==> src/rtl/vmem_fill_engine_pkg.sv <==
// Shared constants for the vmem rectangle-fill engine: display geometry,
// register map, CTRL bit positions and FSM encoding.
package vmem_fill_engine_pkg;

    localparam int DEF_DISP_W  = 240;
    localparam int DEF_DISP_H  = 240;
    localparam int DEF_COLOR_W = 3;

    localparam logic [2:0] REG_CTRL   = 3'd0;
    localparam logic [2:0] REG_ORIGIN = 3'd1;
    localparam logic [2:0] REG_SIZE   = 3'd2;
    localparam logic [2:0] REG_COLOR  = 3'd3;
    localparam logic [2:0] REG_PIXCNT = 3'd4;

    localparam int CTRL_START    = 0;
    localparam int CTRL_ABORT    = 1;
    localparam int CTRL_CLR_DONE = 2;

    typedef enum logic [1:0] {
        ST_IDLE  = 2'd0,
        ST_SETUP = 2'd1,
        ST_RUN   = 2'd2
    } fill_state_e;

    // Exclusive end coordinate, clipped to the display edge (10-bit so x0+w cannot wrap).
    function automatic logic [9:0] clip_end(input logic [7:0] org, input logic [8:0] len,
                                            input logic [9:0] lim);
        logic [9:0] sum;
        sum = {2'b00, org} + {1'b0, len};
        return (sum > lim) ? lim : sum;
    endfunction

endpackage

==> src/rtl/vmem_fill_scan.sv <==
// Row-major x/y raster counter over [x0,x_end) x [y0,y_end); holds while not enabled.
module vmem_fill_scan
    import vmem_fill_engine_pkg::*;
(
    input  logic       i_clk,
    input  logic       i_rst,
    input  logic       i_load,
    input  logic       i_en,
    input  logic [7:0] i_x0,
    input  logic [7:0] i_y0,
    input  logic [9:0] i_x_end,
    input  logic [9:0] i_y_end,
    output logic [7:0] o_cx,
    output logic [7:0] o_cy,
    output logic       o_last
);

    logic [7:0] r_x0;
    logic [7:0] r_cx;
    logic [7:0] r_cy;
    logic [9:0] r_x_end;
    logic [9:0] r_y_end;
    logic       w_x_wrap;

    assign w_x_wrap = (({2'b00, r_cx} + 10'd1) == r_x_end);
    assign o_last   = w_x_wrap && (({2'b00, r_cy} + 10'd1) == r_y_end);
    assign o_cx     = r_cx;
    assign o_cy     = r_cy;

    always_ff @(posedge i_clk) begin
        if (i_rst) begin
            r_x0    <= '0;
            r_cx    <= '0;
            r_cy    <= '0;
            r_x_end <= '0;
            r_y_end <= '0;
        end else if (i_load) begin
            r_x0    <= i_x0;
            r_cx    <= i_x0;
            r_cy    <= i_y0;
            r_x_end <= i_x_end;
            r_y_end <= i_y_end;
        end else if (i_en) begin
            if (w_x_wrap) begin
                r_cx <= r_x0;
                r_cy <= r_cy + 8'd1;
            end else begin
                r_cx <= r_cx + 8'd1;
            end
        end
    end

endmodule

==> src/rtl/vmem_fill_engine.sv <==
// Rectangle-fill engine and vmem write-port arbiter; CPU direct writes always win.
// state | meaning
// IDLE  | waiting for start
// SETUP | clip bounds, latch working copies, reject empty boxes
// RUN   | one pixel per non-stalled cycle
module vmem_fill_engine
    import vmem_fill_engine_pkg::*;
#(
    parameter int DISP_W  = DEF_DISP_W,
    parameter int DISP_H  = DEF_DISP_H,
    parameter int COLOR_W = DEF_COLOR_W
) (
    input  logic               clk_i,
    input  logic               rst_i,
    input  logic               reg_we_i,
    input  logic [4:0]         reg_addr_i,
    input  logic [31:0]        reg_wdata_i,
    output logic [31:0]        reg_rdata_o,
    input  logic               cpu_we_i,
    input  logic [15:0]        cpu_waddr_i,
    input  logic [COLOR_W-1:0] cpu_wdata_i,
    output logic               vmem_we_o,
    output logic [15:0]        vmem_waddr_o,
    output logic [COLOR_W-1:0] vmem_wdata_o,
    output logic               busy_o
);

    fill_state_e        r_state;
    logic [7:0]         r_x0;
    logic [7:0]         r_y0;
    logic [8:0]         r_w;
    logic [8:0]         r_h;
    logic [COLOR_W-1:0] r_color;
    logic [COLOR_W-1:0] r_fill_color;
    logic [16:0]        r_pixcnt;
    logic               r_done;

    logic               w_ctrl_wr;
    logic               w_start;
    logic               w_abort;
    logic               w_clr_done;
    logic               w_busy;
    logic               w_empty;
    logic               w_scan_en;
    logic               w_scan_last;
    logic [9:0]         w_x_end;
    logic [9:0]         w_y_end;
    logic [7:0]         w_cx;
    logic [7:0]         w_cy;
    logic [31:0]        w_rdata;
    logic               w_unused;

    assign w_ctrl_wr  = reg_we_i && (reg_addr_i[4:2] == REG_CTRL);
    assign w_start    = w_ctrl_wr && reg_wdata_i[CTRL_START];
    assign w_abort    = w_ctrl_wr && reg_wdata_i[CTRL_ABORT];
    assign w_clr_done = w_ctrl_wr && reg_wdata_i[CTRL_CLR_DONE];
    assign w_busy     = (r_state != ST_IDLE);
    assign busy_o     = w_busy;
    assign w_unused   = ^{reg_addr_i[1:0], reg_wdata_i[31:25]};

    assign w_x_end = clip_end(r_x0, r_w, 10'(DISP_W));
    assign w_y_end = clip_end(r_y0, r_h, 10'(DISP_H));
    assign w_empty = (r_w == 9'd0) || (r_h == 9'd0) ||
                     ({2'b00, r_x0} >= 10'(DISP_W)) || ({2'b00, r_y0} >= 10'(DISP_H));
    assign w_scan_en = (r_state == ST_RUN) && !cpu_we_i && !w_abort;

    vmem_fill_scan u_scan (
        .i_clk   (clk_i),
        .i_rst   (rst_i),
        .i_load  (r_state == ST_SETUP),
        .i_en    (w_scan_en),
        .i_x0    (r_x0),
        .i_y0    (r_y0),
        .i_x_end (w_x_end),
        .i_y_end (w_y_end),
        .o_cx    (w_cx),
        .o_cy    (w_cy),
        .o_last  (w_scan_last)
    );

    always_comb begin
        w_rdata = '0;
        case (reg_addr_i[4:2])
            REG_CTRL:   w_rdata[1:0] = {r_done, w_busy};
            REG_ORIGIN: w_rdata[15:0] = {r_y0, r_x0};
            REG_SIZE: begin
                w_rdata[24:16] = r_h;
                w_rdata[8:0]   = r_w;
            end
            REG_COLOR:  w_rdata[COLOR_W-1:0] = r_color;
            REG_PIXCNT: w_rdata[16:0] = r_pixcnt;
            default:    w_rdata = '0;
        endcase
    end

    always_ff @(posedge clk_i) begin
        if (rst_i) begin
            r_state      <= ST_IDLE;
            r_x0         <= '0;
            r_y0         <= '0;
            r_w          <= '0;
            r_h          <= '0;
            r_color      <= '0;
            r_fill_color <= '0;
            r_pixcnt     <= '0;
            r_done       <= 1'b0;
            vmem_we_o    <= 1'b0;
            vmem_waddr_o <= '0;
            vmem_wdata_o <= '0;
            reg_rdata_o  <= '0;
        end else begin
            reg_rdata_o <= w_rdata;
            if (reg_we_i) begin
                case (reg_addr_i[4:2])
                    REG_ORIGIN: {r_y0, r_x0} <= reg_wdata_i[15:0];
                    REG_SIZE: begin
                        r_w <= reg_wdata_i[8:0];
                        r_h <= reg_wdata_i[24:16];
                    end
                    REG_COLOR: r_color <= reg_wdata_i[COLOR_W-1:0];
                    default: ;
                endcase
            end

            // CPU owns the write port this cycle; the engine branch below stalls.
            vmem_we_o <= 1'b0;
            if (cpu_we_i) begin
                vmem_we_o    <= 1'b1;
                vmem_waddr_o <= cpu_waddr_i;
                vmem_wdata_o <= cpu_wdata_i;
            end

            if (w_clr_done) r_done <= 1'b0;

            case (r_state)
                ST_IDLE: begin
                    if (w_start && !w_abort) begin
                        r_state  <= ST_SETUP;
                        r_done   <= 1'b0;
                        r_pixcnt <= '0;
                    end
                end
                ST_SETUP: begin
                    if (w_abort) begin
                        r_state <= ST_IDLE;
                    end else if (w_empty) begin
                        r_state <= ST_IDLE;
                        r_done  <= 1'b1;
                    end else begin
                        r_fill_color <= r_color;
                        r_state      <= ST_RUN;
                    end
                end
                ST_RUN: begin
                    if (w_abort) begin
                        r_state <= ST_IDLE;
                    end else if (!cpu_we_i) begin
                        vmem_we_o    <= 1'b1;
                        vmem_waddr_o <= {w_cy, w_cx};
                        vmem_wdata_o <= r_fill_color;
                        r_pixcnt     <= r_pixcnt + 17'd1;
                        if (w_scan_last) begin
                            r_state <= ST_IDLE;
                            r_done  <= 1'b1;
                        end
                    end
                end
                default: r_state <= ST_IDLE;
            endcase
        end
    end

endmodule

==> config.mk <==
export PLATFORM = sky130hd
export DESIGN_NAME = vmem_fill_engine
export DESIGN_NICKNAME = d
export VERILOG_FILES = /design/src/rtl/vmem_fill_engine_pkg.sv /design/src/rtl/vmem_fill_scan.sv /design/src/rtl/vmem_fill_engine.sv
export SDC_FILE = /design/constraint.sdc
export NUM_CORES = 1
export LEC_CHECK = 0
export CORE_MARGIN = 2
export CORE_UTILIZATION = 45
export CTS_CLUSTER_DIAMETER = 120
export CTS_CLUSTER_SIZE = 10
export DETAILED_ROUTE_END_ITERATION = 10
export PLACE_DENSITY = 0.74
export SLEW_MARGIN = 20
export SYNTH_ARGS = -nofsm -noshare
export SYNTH_HDL_FRONTEND = slang
export SYNTH_SLANG_ARGS = --single-unit
==> constraint.sdc <==
create_clock -name clk_i -period 3.85 [get_ports clk_i]
set_input_delay 0.385 -clock clk_i [delete_from_list [all_inputs] [get_ports clk_i]]
set_output_delay 0.385 -clock clk_i [all_outputs]
set_load 0.02 [all_outputs]
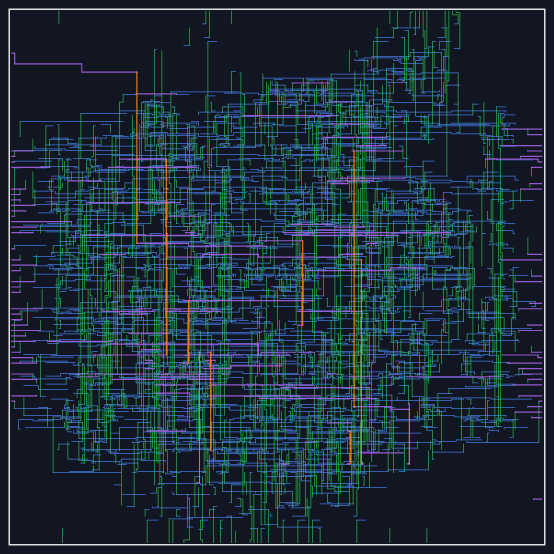
(images/wires.png)
Drawn at 4 px/um.
- metal 2: green (wire length 8930 um)
- metal 4: orange (wire length 322 um)
- metal 3: purple (wire length 1350 um)
- metal 1: blue (wire length 9280 um)

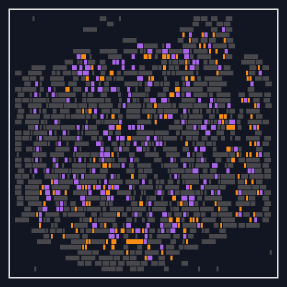
(images/logic_types.png)
Drawn at 2 px/um.
- nor cells: orange (cells 139; where spread over the die)
- aoi and oai cells: purple (cells 204)
non-filler cells, final: 1239
most instantiated logic cell after routing: sky130_fd_sc_hd__dfxtp_1

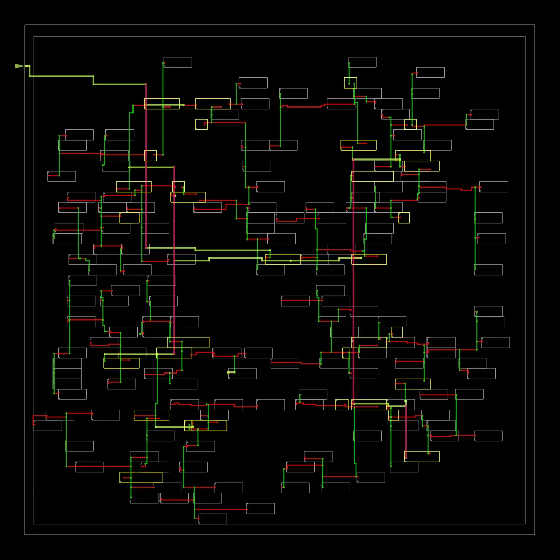
(images/clocks.png)
power drawn by the clock network: 0.00171 W
Sinks on Clock Net: 149
TritonCTS Buffers: 17
largest clock skew in the final design: 0.00713 ns
clock latency of the later-clocked register in the worst-skew pair: 0.42 ns

-- per-layer routing --
| metal | share of wire | wire length (um) |
|---|---|---|
| met2 | 0.45 | 8930 |
| met5 | 0 | 0 |
| met3 | 0.068 | 1350 |
| met1 | 0.47 | 9280 |
| met4 | 0.016 | 322 |
-- synth_stat cells (8+ instances only) --
| cell | number |
|---|---|
| sky130_fd_sc_hd__and2_1 | 14 |
| sky130_fd_sc_hd__a311o_1 | 8 |
| sky130_fd_sc_hd__xor2_1 | 21 |
| sky130_fd_sc_hd__nand4_1 | 11 |
| sky130_fd_sc_hd__o211ai_1 | 9 |
| sky130_fd_sc_hd__inv_1 | 16 |
| sky130_fd_sc_hd__nand3_1 | 32 |
| sky130_fd_sc_hd__o21ai_0 | 30 |
| sky130_fd_sc_hd__nor3_1 | 18 |
| sky130_fd_sc_hd__mux2i_1 | 28 |
| sky130_fd_sc_hd__a21oi_1 | 111 |
| sky130_fd_sc_hd__and3_1 | 18 |
| sky130_fd_sc_hd__xnor2_1 | 21 |
| sky130_fd_sc_hd__nand2_1 | 133 |
| sky130_fd_sc_hd__clkbuf_1 | 39 |
| sky130_fd_sc_hd__buf_4 | 8 |
| sky130_fd_sc_hd__dfxtp_1 | 149 |
| sky130_fd_sc_hd__ha_1 | 19 |
| sky130_fd_sc_hd__nor2_1 | 98 |
| sky130_fd_sc_hd__a22oi_1 | 17 |
| sky130_fd_sc_hd__a21o_1 | 9 |
| sky130_fd_sc_hd__nor2b_1 | 9 |
-- state kept, by name, summed over array words and instances (netlist names), 8 cells and up --
signal          cells
u_scan.o_cy         8
r_w                 9
vmem_waddr_o       16
u_scan.r_y_end     10
reg_rdata_o        25
u_scan.o_cx         8
r_y0                8
r_pixcnt           17
u_scan.r_x_end     10
r_h                 9
r_x0                8
u_scan.r_x0         8
==> notes.md <==
Physical implementation.

- The combined area of the multi-input logic cells is 4250 um2.
- Per the layout report, the design carries 1553 filler cells.
- The final layout contains a sequential cell count of 149.
- The max capacitance violation total is 0.
- In this run the number of H-tree levels came out at 4.
- The setup TNS after final layout is 0 ns.
- The worst flop-to-flop path startpoint is u_scan.o_cx[0]$_SDFFE_PP0P_.
- The layout buffering overhead excluding clock cells is 0.115.
- Looking at the group totals, the largest power group turns out to be clock.
- The cell-mix breakdown from Yosys lists the adder-cell area share as 0.0368.
- After floorplanning, the die was sized to cover about 18000 um2.
- The share of the core area taken by cells at floorplan is 0.458.
- In the layout the commonest cells are sky130_fd_sc_hd__dfxtp_1, sky130_fd_sc_hd__nand2_1, sky130_fd_sc_hd__a21oi_1, sky130_fd_sc_hd__nor2_1, sky130_fd_sc_hd__clkdlybuf4s50_1.
- The cell-mix breakdown from Yosys lists the compound-gate area share as 0.197.
- The critical path's slowest cell is sky130_fd_sc_hd__a21oi_1.
- The run finished with clean final reports.
- After the first detailed-routing iteration, the DRC count stood at 548.
- In this run the core area contains approximately 47 standard-cell rows.
- The cell family contributing the most delay on the critical path is AND-OR/OR-AND gates.
- The met1 capacity usage during global routing is 0.316.
- The transition time of the tightest slew-check pin is 1.01 ns.
- The sum of overflow across all layers after global routing is 0.
- The number of vias per cell is 5.60.
- The worst slack after detailed placement is 0.692 ns.
- Detailed routing inserted a total of 6943 vias.
- The area of the core region is 16500 um2.
- The number of multi-input combinational cells in the layout is 711.
- The endpoint class of the critical path is a flop.
- According to the hold report, the worst path is of the input pin to flop type.
- Of the total synthesized cell area, the portion taken by XOR and XNOR cells is 0.0517.
- The post-cts repair resize count is 0.
- According to the timing report, the data required time at the worst endpoint equals 4.13 ns.
- The layout buffer count excluding clock buffers is 110.
- Max-slew check failures listed in the final report amount to 0.
- The clock tree from TritonCTS is yes.
- In the Yosys report the total cell count is 933.
- The number of well taps is 220.
Power and IR drop assume default switching activity.
